[src/rtl/arb_pkg.sv]
// Shared constants and FSM state type for the round-robin priority arbiter.
package arb_pkg;

    localparam int ARB_N     = 8;
    localparam int ARB_IDX_W = 3;

    typedef enum logic {
        IDLE  = 1'b0,
        GRANT = 1'b1
    } arb_state_t;

endpackage

[src/rtl/prio_enc_lsb.sv]
// Combinational lowest-set-bit priority encoder: index of the lowest set bit and a valid flag.
module prio_enc_lsb #(
    parameter int N     = 8,
    parameter int IDX_W = 3
) (
    input  logic [N-1:0]     i_vec,
    output logic [IDX_W-1:0] o_idx,
    output logic             o_vld
);

    // Scan from the top down so the lowest set bit is the last one written.
    always_comb begin
        o_idx = '0;
        o_vld = 1'b0;
        for (int i = N - 1; i >= 0; i--) begin
            if (i_vec[i]) begin
                o_idx = IDX_W'(i);
                o_vld = 1'b1;
            end else begin
                o_idx = o_idx;
                o_vld = o_vld;
            end
        end
    end

endmodule

[src/rtl/rr_priority_arbiter.sv]
// Round-robin arbiter: registered one-hot grant, held until the owner finishes or drops its request.
module rr_priority_arbiter
    import arb_pkg::*;
#(
    parameter int N     = ARB_N,
    parameter int IDX_W = ARB_IDX_W
) (
    input  logic             i_clk,
    input  logic             i_rst,
    input  logic             i_ena,
    input  logic [N-1:0]     i_req,
    input  logic             i_done,
    output logic [N-1:0]     o_gnt,
    output logic [IDX_W-1:0] o_gnt_idx,
    output logic             o_gnt_vld
);

    arb_state_t       r_state, w_state_nxt;
    logic [IDX_W-1:0] r_ptr, w_ptr_nxt, w_ptr_eff;
    logic [N-1:0]     r_gnt, w_gnt_nxt;
    logic [IDX_W-1:0] r_gnt_idx, w_gnt_idx_nxt;
    logic             r_gnt_vld, w_gnt_vld_nxt;

    logic             w_rel;
    logic [N-1:0]     w_mask, w_masked, w_win_onehot;
    logic [IDX_W-1:0] w_m_idx, w_u_idx, w_win_idx;
    logic             w_m_vld, w_u_vld;

    // On release the pointer moves past the owner in the same cycle, so the search uses it already.
    always_comb begin
        w_rel = i_done | ~i_req[r_gnt_idx];
        if ((r_state == GRANT) && w_rel) begin
            w_ptr_eff = r_gnt_idx + IDX_W'(1'b1);
        end else begin
            w_ptr_eff = r_ptr;
        end
    end

    assign w_mask   = {N{1'b1}} << w_ptr_eff;
    assign w_masked = i_req & w_mask;

    prio_enc_lsb #(.N(N), .IDX_W(IDX_W)) u_enc_masked (
        .i_vec (w_masked),
        .o_idx (w_m_idx),
        .o_vld (w_m_vld)
    );

    prio_enc_lsb #(.N(N), .IDX_W(IDX_W)) u_enc_unmasked (
        .i_vec (i_req),
        .o_idx (w_u_idx),
        .o_vld (w_u_vld)
    );

    assign w_win_idx    = w_m_vld ? w_m_idx : w_u_idx;
    assign w_win_onehot = {{(N-1){1'b0}}, 1'b1} << w_win_idx;

    // Next-state and next-output logic.
    always_comb begin
        w_state_nxt   = r_state;
        w_ptr_nxt     = r_ptr;
        w_gnt_nxt     = r_gnt;
        w_gnt_idx_nxt = r_gnt_idx;
        w_gnt_vld_nxt = r_gnt_vld;
        case (r_state)
            IDLE: begin
                if (i_ena && w_u_vld) begin
                    w_state_nxt   = GRANT;
                    w_gnt_nxt     = w_win_onehot;
                    w_gnt_idx_nxt = w_win_idx;
                    w_gnt_vld_nxt = 1'b1;
                end else begin
                    w_state_nxt   = IDLE;
                end
            end
            GRANT: begin
                if (w_rel) begin
                    w_ptr_nxt = w_ptr_eff;
                    if (i_ena && w_u_vld) begin
                        w_gnt_nxt     = w_win_onehot;
                        w_gnt_idx_nxt = w_win_idx;
                        w_gnt_vld_nxt = 1'b1;
                    end else begin
                        w_state_nxt   = IDLE;
                        w_gnt_nxt     = '0;
                        w_gnt_vld_nxt = 1'b0;
                    end
                end else begin
                    w_state_nxt = GRANT;
                end
            end
            default: begin
                w_state_nxt   = IDLE;
                w_gnt_nxt     = '0;
                w_gnt_vld_nxt = 1'b0;
            end
        endcase
    end

    // State, pointer and output registers.
    always_ff @(posedge i_clk or posedge i_rst) begin
        if (i_rst) begin
            r_state   <= IDLE;
            r_ptr     <= '0;
            r_gnt     <= '0;
            r_gnt_idx <= '0;
            r_gnt_vld <= 1'b0;
        end else begin
            r_state   <= w_state_nxt;
            r_ptr     <= w_ptr_nxt;
            r_gnt     <= w_gnt_nxt;
            r_gnt_idx <= w_gnt_idx_nxt;
            r_gnt_vld <= w_gnt_vld_nxt;
        end
    end

    assign o_gnt     = r_gnt;
    assign o_gnt_idx = r_gnt_idx;
    assign o_gnt_vld = r_gnt_vld;

endmodule

[config.mk]
export PLATFORM = sky130hd
export DESIGN_NAME = rr_priority_arbiter
export DESIGN_NICKNAME = d
export VERILOG_FILES = /design/src/rtl/arb_pkg.sv /design/src/rtl/prio_enc_lsb.sv /design/src/rtl/rr_priority_arbiter.sv
export SDC_FILE = /design/constraint.sdc
export NUM_CORES = 1
export LEC_CHECK = 0
export ABC_AREA = 1
export CAP_MARGIN = 0
export CORE_ASPECT_RATIO = 0.7
export CORE_MARGIN = 8
export CORE_UTILIZATION = 40
export CTS_BUF_LIST = sky130_fd_sc_hd__clkbuf_16
export CTS_CLUSTER_SIZE = 12
export DETAILED_ROUTE_END_ITERATION = 10
export PLACE_DENSITY = 0.65
export SETUP_SLACK_MARGIN = 0.1
export SLEW_MARGIN = 20
export SYNTH_ARGS = -nofsm -noshare
export SYNTH_HDL_FRONTEND = slang
export SYNTH_SLANG_ARGS = --single-unit
[constraint.sdc]
create_clock -name i_clk -period 2.5 [get_ports i_clk]
set_input_delay 0.5 -clock i_clk [delete_from_list [all_inputs] [get_ports i_clk]]
set_output_delay 0.5 -clock i_clk [all_outputs]
set_load 0.05 [all_outputs]
run_1/met1.png
Cells faint in the background.
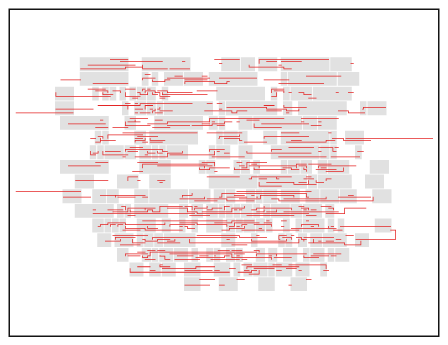
wire length on this layer: 1500 um
longest straight run: 20.7 um
nets with wire on the layer: 192
main direction: horizontal

run_1/met2.png
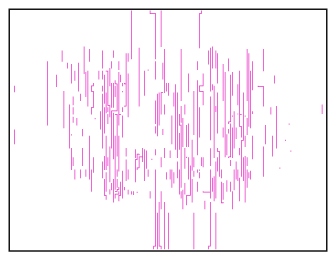
wire length on this layer: 1360 um
share of all routed wire: 44%

run_1/met3.png
Cells faint in the background.
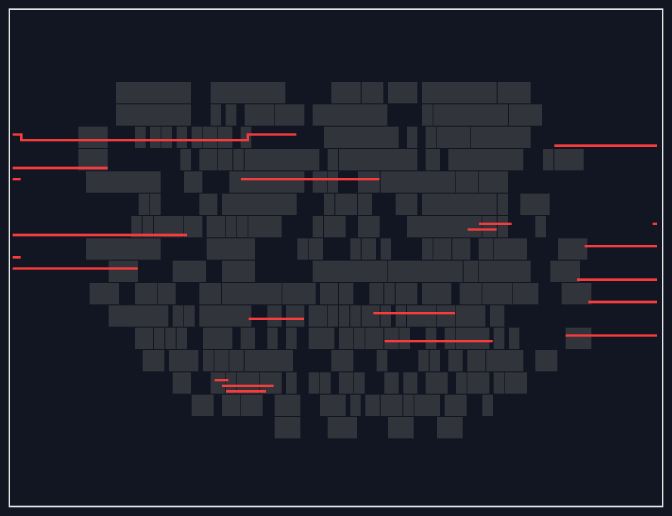
wire length on this layer: 198 um
main direction: horizontal
share of all routed wire: 6.5%
longest straight run: 27.6 um

==> flow_summary.toml, run 1 <==
# yosys + openroad results
[grt]
grt_util_met1 = 0.169
top_usage_layer = "met2"
grt_pass1_vias = 1171
overflow = 0
grt_pass1_wl_um = 5110
grt_use_met2 = 0.216
met3_usage = 0.0518
grt_max_degree = 17
antenna_found_initial = 0

[finish]
buf_share = 0.229
largest_class = "logic gates"
fill_cells = 236
lay_top_count = "nand2_1"
lay_top_cells = "nand2_1 (43), buf_4 (23), inv_1 (15), clkdlybuf4s50_1 (15), dfrtp_1 (15)"
largest_register_ffs = 8
seq_cells = 16
mi_logic_area_um2 = 713
fin_util = 0.626
seq_share = 0.234
clkCellAreaFrac = 0.0459
layout.comb_gates.multi_input = 111
n_antenna_cell = 0
comb_area_frac = 0.415
drive_gt1_frac = 0.328
final_nets = 212
signal_buffers = 46
design_area_um2 = 1720
final_cells = 234

[power]
comb_power_mw = 1.74
ir_worst_vdd_mv = 0.930
p_seq_frac = 0.193
internal-power_mw = 1.22
leakage_nw = 0.882
seq_power_mw = 0.491
top_power_group = "combinational logic"
p_clk_mw = 0.310
swShare = 0.520
clockPowerShare = 0.122
power_density_nw_per_um2 = 1480
finalPower_mw = 2.54

[logic_synthesis]
edf_count = 0
ys_cells = 148
syn_nets = 161
common_cells = "nand2_1 (46), dfrtp_1 (16), nand3_1 (16)"
ys_types = 23
top_area_frac = 0.356
xor_area_frac = 0.00778
simple_gate_share = 0.476
async_flop_share = 1.00
ys_sh_adder = 0.0111
yosysWarnings = 0
postSynthAreaPerCell_um2 = 7.61
syn-instance-count = 148
synth-main-ff-cell = "dfrtp_1"
mux_area_frac = 0
synth-compound-area-share = 0.0778
yosys-top-cells-area = "dfrtp_1 (36%), nand2_1 (15%), nand3_1 (7.1%)"
top_cell = "nand2_1"
synthesis.area_um2 = 1130
ys_area_um2 = 1130
largest_area_cell = "dfrtp_1"

[critical_path]
crit_type = "in2reg"
worstPathCellList = "dlygate4sd2_1 -> nor2_2 -> nor2_1 -> nand2_1 -> nand3_2 -> nand3_4 -> nand2_8 -> nand2_4 -> nand2_4 -> inv_4 -> nand3_1 -> nand2_2 -> inv_1 -> nand2_1 -> nand3_2 -> nand2_4 -> inv_2 -> nand4_1 -> nand2_1"
worst-path-stages = 19
setup.worst_path.end_class = "flip-flop"
ff2ff_path_depth = 18
crit_arrival_ns = 2.34
slowest_stage = "dlygate4sd2_1"
cp.required_ns = 2.64
crit_start = "i_req[0]"
r2r_slack_ns = 0.29
slowest_delay_ns = 0.25
r2r_start = "o_gnt_idx[0]$_DFFE_PP0P_"
cp_num_buf_inv = 4
crit_fanout = 7

[min_path]
worst_hold_path_type = "reg2reg"
hold_depth = 2
hold_end = "o_gnt[7]$_DFFE_PP0P_"

[route]
vias = 1149
viasPerCell = 4.91
drc_errors = 0
drt_iter0_drc = 86
m1WireLength_um = 1500
drtAntennaViolNets = 0
wl_per_cell_um = 13.1

[place]
dp_hpwl_um = 2330
port_buffers = 23
postPlaceCellArea_um2 = 1540
gp_congestion = 0.853

[clock_tree]
clockBufferDepth = 2
cts_max_level = 1
cts_resized = 16
clk_pin_slew_ns = 0.05
cts_setup_buffers = 2
cts_tree = "done"
clk_latency_ns = 0.24
cts_root_buffer = "clkbuf_16"

[floorplanning]
ios = 24
row_count = 16
dieArea_um2 = 4800
taps = 36
core_um2 = 2740
die_h_um = 60.4
die_w_um = 79.4

[final_timing]
finalHoldViolations = 0
worst_slack_ns = 0.294
fin_skew_ns = 0.00344
tightest_slew_ns = 0.601
setup_viol = 0
finalMaxSlewViolations = 0
period_minus_slack_ns = 2.21
max_freq_mhz = 453
period_used_share = 0.882
whs_ns = 0.478
finalSetupTns_ns = 0

[status]
outcome = "completed"

[flow_run]
log.warning_count = 27
==> run 2, diff against run 1 <==
CAP_MARGIN = unset   (was 0)
clock period = 2.3 ns   (was 2.5 ns; I/O delays follow)
==> run 2 against run 1 <==
Compared with the run above: cell count grew 3.0%; synthesized cell count unchanged; sequential share of layout area decreased by 1.2 points; wire length up 8.0%; setup slack worse by 0.19 ns; die size unchanged; non-clock buffer count grew 7; register-to-register slack got worse by 0.19 ns; total power up 15%; clock power is 8.4% higher; sequential power grew 9.0%; combinational power up 18%; largest cell class unchanged; largest power group unchanged.
==> flow_summary.toml, run 2 <==
# yosys + openroad results
[status]
outcome = "completed"

[min_path]
hold_depth = 2
hold_end = "o_gnt_vld$_DFFE_PP0P_"
holdCritStartpoint = "o_gnt_vld$_DFFE_PP0P_"
worst_hold_path_type = "reg2reg"

[power]
clockPowerShare = 0.115
p_clk_mw = 0.336
ir_worst_vdd_mv = 1.07
swShare = 0.519
top_power_group = "combinational logic"
power_density_nw_per_um2 = 1610
p_seq_frac = 0.183
seq_power_mw = 0.535
comb_power_mw = 2.05
finalPower_mw = 2.92
internal-power_mw = 1.41
leakage_nw = 0.924

[final_timing]
setup_viol = 0
fin_skew_ns = 0.00203
max_freq_mhz = 456
whs_ns = 0.475
worst_slack_ns = 0.108
period_used_share = 0.953
finalMaxSlewViolations = 0
finalSetupTns_ns = 0
finalHoldViolations = 0
period_minus_slack_ns = 2.19
tightest_slew_ns = 0.610
rsz0062_at_grt = "true"

[floorplanning]
die_h_um = 60.4
core_um2 = 2740
dieArea_um2 = 4800
die_w_um = 79.4
taps = 36
ios = 24
row_count = 16

[logic_synthesis]
postSynthSeqShare = 0.356
ys_sh_adder = 0.0111
ys_types = 23
syn_nets = 161
common_cells = "nand2_1 (46), dfrtp_1 (16), nand3_1 (16)"
synth-main-ff-cell = "dfrtp_1"
yosysWarnings = 0
async_flop_share = 1.00
mux_area_frac = 0
edf_count = 0
top_area_frac = 0.356
simple_gate_share = 0.476
postSynthAreaPerCell_um2 = 7.61
ys_area_um2 = 1130
top_cell = "nand2_1"
ys_cells = 148
synth-compound-area-share = 0.0778
synthesis.area_um2 = 1130
xor_area_frac = 0.00778
largest_area_cell = "dfrtp_1"
syn-instance-count = 148
top_logic_kind = "simple AND/OR/NAND/NOR gates"
yosys-top-cells-area = "dfrtp_1 (36%), nand2_1 (15%), nand3_1 (7.1%)"

[clock_tree]
clk_pin_slew_ns = 0.05
cts_root_buffer = "clkbuf_16"
cts_max_level = 1
cts_setup_buffers = 2
cts_hold_buf = 0
cts_tree = "done"
clockBufferDepth = 2
cts_resized = 16
clk_latency_ns = 0.25

[critical_path]
r2r_slack_ns = 0.11
ff2ff_path_depth = 13
crit_fanout = 7
worstPathCellList = "buf_6 -> ha_1 -> xor2_1 -> nand3_2 -> nand2_4 -> inv_4 -> o21ai_4 -> nand2_4 -> nor2_8 -> nand2_4 -> a21oi_4 -> nand4_1 -> nand2_1"
cp.required_ns = 2.48
slowest_delay_ns = 0.46
crit_arrival_ns = 2.37
slowest_stage = "dfrtp_2"
worst-path-stages = 13
worstReg2RegEnd = "o_gnt[2]$_DFFE_PP0P_"
cp_num_buf_inv = 2
crit_path_start_kind = "flip-flop"
setup.worst_path.end_class = "flip-flop"
crit_type = "reg2reg"
r2r_start = "o_gnt_idx[0]$_DFFE_PP0P_"
crit_start = "o_gnt_idx[0]$_DFFE_PP0P_"

[finish]
final_cells = 241
drive_gt1_frac = 0.390
clkCellAreaFrac = 0.0434
buf_share = 0.247
signal_buffers = 53
final_nets = 219
n_antenna_cell = 0
seq_cells = 16
largest_class = "logic gates"
layout.comb_gates.multi_input = 111
inv_count = 21
fin_util = 0.662
largest_register_ffs = 8
lay_top_cells = "nand2_1 (40), buf_4 (29), inv_1 (15), clkdlybuf4s50_1 (15), dfrtp_1 (14)"
design_area_um2 = 1820
fill_cells = 223
lay_top_count = "nand2_1"
final.clkbuf_count = 3
seq_share = 0.222
comb_area_frac = 0.415
mi_logic_area_um2 = 753

[route]
routed.top_layer = "met3"
viasPerCell = 4.96
drtAntennaViolNets = 0
drc_errors = 0
vias = 1196
firstDrtPassIters = 4
drt_iter0_drc = 74
wl_per_cell_um = 13.7
m1WireLength_um = 1490

[grt]
grt_pass1_vias = 1120
met3_usage = 0.0518
grt_max_degree = 17
top_usage_layer = "met2"
grt_util_met1 = 0.176
grt_pass1_wl_um = 5290
antenna_found_initial = 0
grt_use_met2 = 0.224
overflow = 0

[place]
postPlaceCellArea_um2 = 1580
port_buffers = 23
placedCellCount = 230
gp_congestion = 0.879
dp_hpwl_um = 2390
preCtsSetupSlack_ns = -0.367

[flow_run]
log.warning_count = 27
run_2/met1.png
Cells faint in the background.
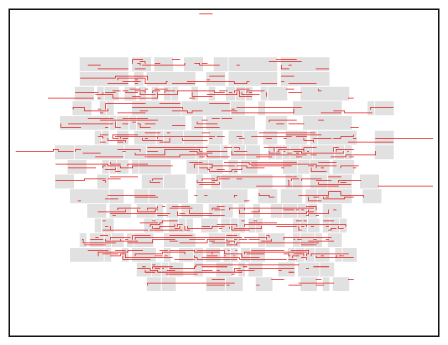
nets with wire on the layer: 199
longest straight run: 19.8 um
main direction: horizontal

run_2/registers.png
Bar = 20 um. Other sequential cells in the stronger grey, the rest of the logic in the fainter grey.
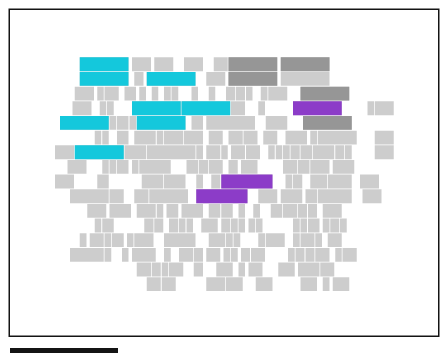
legend:
  cyan:
    name_in_the_netlist: o_gnt
    flops: 8
  purple:
    name_in_the_netlist: o_gnt_idx
    flops: 3
not coloured: 5

run_2/met3.png
Cells faint in the background.
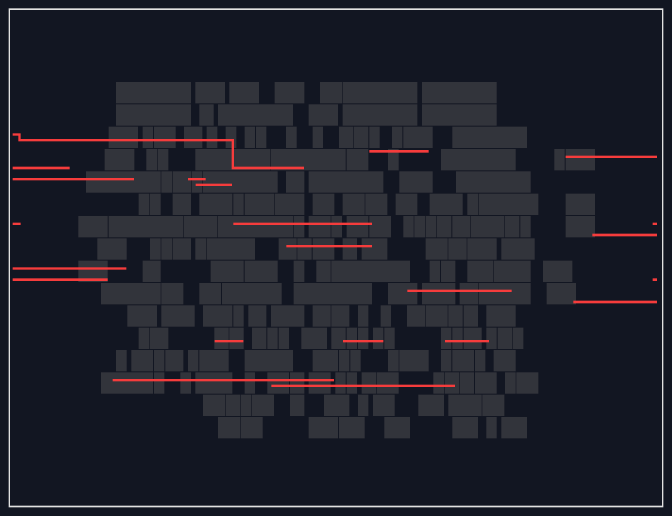
share of all routed wire: 6.9%
nets with wire on the layer: 21

==> run 3, diff against run 2 <==
PLACE_DENSITY = 0.68   (was 0.65)
clock period = 2 ns   (was 2.3 ns; I/O delays follow)
==> run 3 against run 2 <==
Compared with the run above: the run now ends with negative setup slack left; via count increased by 4.9%; clock power grew 14%; area after synthesis stayed put; clock skew grew 0.0011 ns; largest cell class unchanged.
==> flow_summary.toml, run 3 <==
# yosys + openroad results
[finish]
n_antenna_cell = 0
drive_gt1_frac = 0.477
design_area_um2 = 1980
largest_class = "logic gates"
inv_count = 21
layout.comb_gates.multi_input = 111
lay_top_count = "buf_4"
final.clkbuf_count = 3
final_nets = 228
lay_top_cells = "buf_4 (37), nand2_1 (34), inv_1 (15)"

[critical_path]
worstPathCellList = "inv_2 -> nand2_1 -> nand3_2 -> nand3_2 -> nand3_4 -> nand3_2 -> nand2_8 -> inv_8 -> o21ai_4 -> nand2_4 -> nor2_8 -> nand2_4 -> a21oi_4 -> nand4_1 -> nand2_1"
cp_num_buf_inv = 2
crit_type = "reg2reg"
crit_fanout = 5
setup.worst_path.end_class = "flip-flop"
ff2ff_path_depth = 15

[grt]
top_usage_layer = "met2"
grt_pass1_wl_um = 5660
grt_max_degree = 17
antenna_found_initial = 0
grt_pass1_vias = 1226

[final_timing]
worst_slack_ns = -0.283
finalMaxSlewViolations = 0
fin_skew_ns = 0.00317
period_used_share = 1.14
setup_viol = 11

[logic_synthesis]
ys_sh_adder = 0.0111
postSynthSeqShare = 0.356
syn-instance-count = 148
top_logic_kind = "simple AND/OR/NAND/NOR gates"
synth-main-ff-cell = "dfrtp_1"
synth-compound-area-share = 0.0778
mux_area_frac = 0
async_flop_share = 1.00
postSynthAreaPerCell_um2 = 7.61
syn_nets = 161
edf_count = 0
common_cells = "nand2_1 (46), dfrtp_1 (16), nand3_1 (16)"
ys_cells = 148
ys_area_um2 = 1130

[status]
outcome = "complete, but fails checks"
violations = "negative setup slack"

[place]
preCtsSetupSlack_ns = -0.601
placedCellCount = 236
gp_congestion = 0.854
dp_hpwl_um = 2500
postPlaceCellArea_um2 = 1630
port_buffers = 23

[clock_tree]
cts_max_level = 1
clockBufferDepth = 2
cts_root_buffer = "clkbuf_16"
cts_resized = 31
cts_tree = "done"
clk_latency_ns = 0.24

[floorplanning]
core_um2 = 2740
die_w_um = 79.4
row_count = 16

[route]
vias = 1255
drt_iter0_drc = 93
firstDrtPassIters = 4
drtAntennaViolNets = 0

[power]
top_power_group = "combinational logic"
internal-power_mw = 1.80
finalPower_mw = 3.71
clockPowerShare = 0.103
seq_power_mw = 0.609
p_clk_mw = 0.383
comb_power_mw = 2.71
leakage_nw = 0.999
swShare = 0.514

[flow_run]
log.warning_count = 29

[min_path]
holdCritStartpoint = "o_gnt[7]$_DFFE_PP0P_"
run_3/final_congestion.png
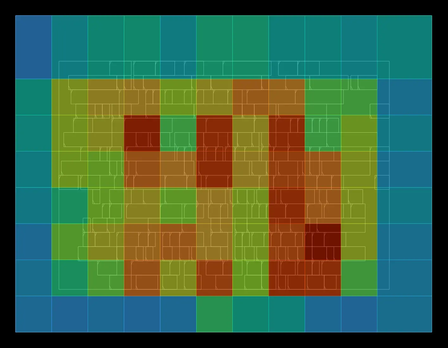
GR Layer Usage met2: 0.263
M3 GR Usage: 0.0473

run_3/registers.png
Bar = 20 um. Other sequential cells in the stronger grey, the rest of the logic in the fainter grey.
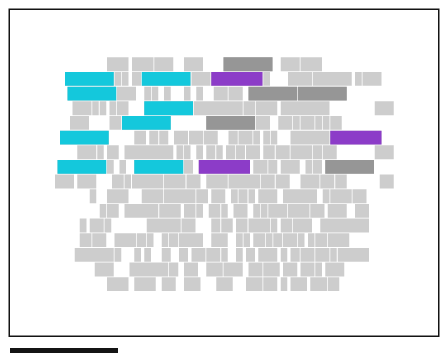
legend:
  purple:
    name_in_the_netlist: o_gnt_idx
    flops: 3
  cyan:
    name_in_the_netlist: o_gnt
    flops: 8

run_3/met3.png
Cells faint in the background.
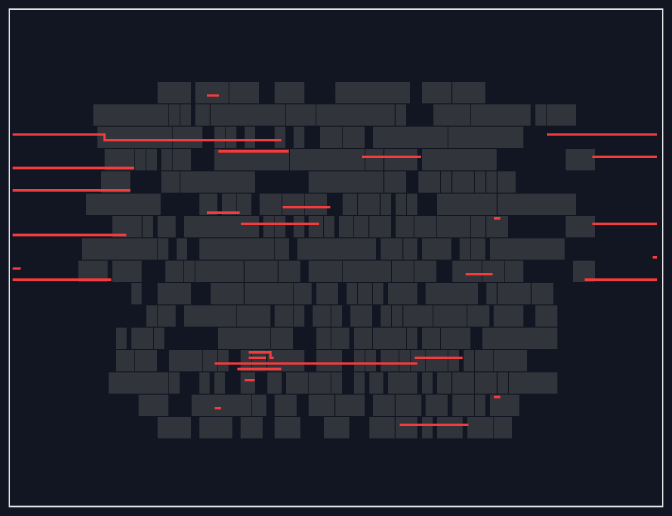
share of all routed wire: 5.8%
main direction: horizontal
longest straight run: 24.4 um
wire length on this layer: 212 um
nets with wire on the layer: 24

Power is estimated from default activity; no workload was simulated.
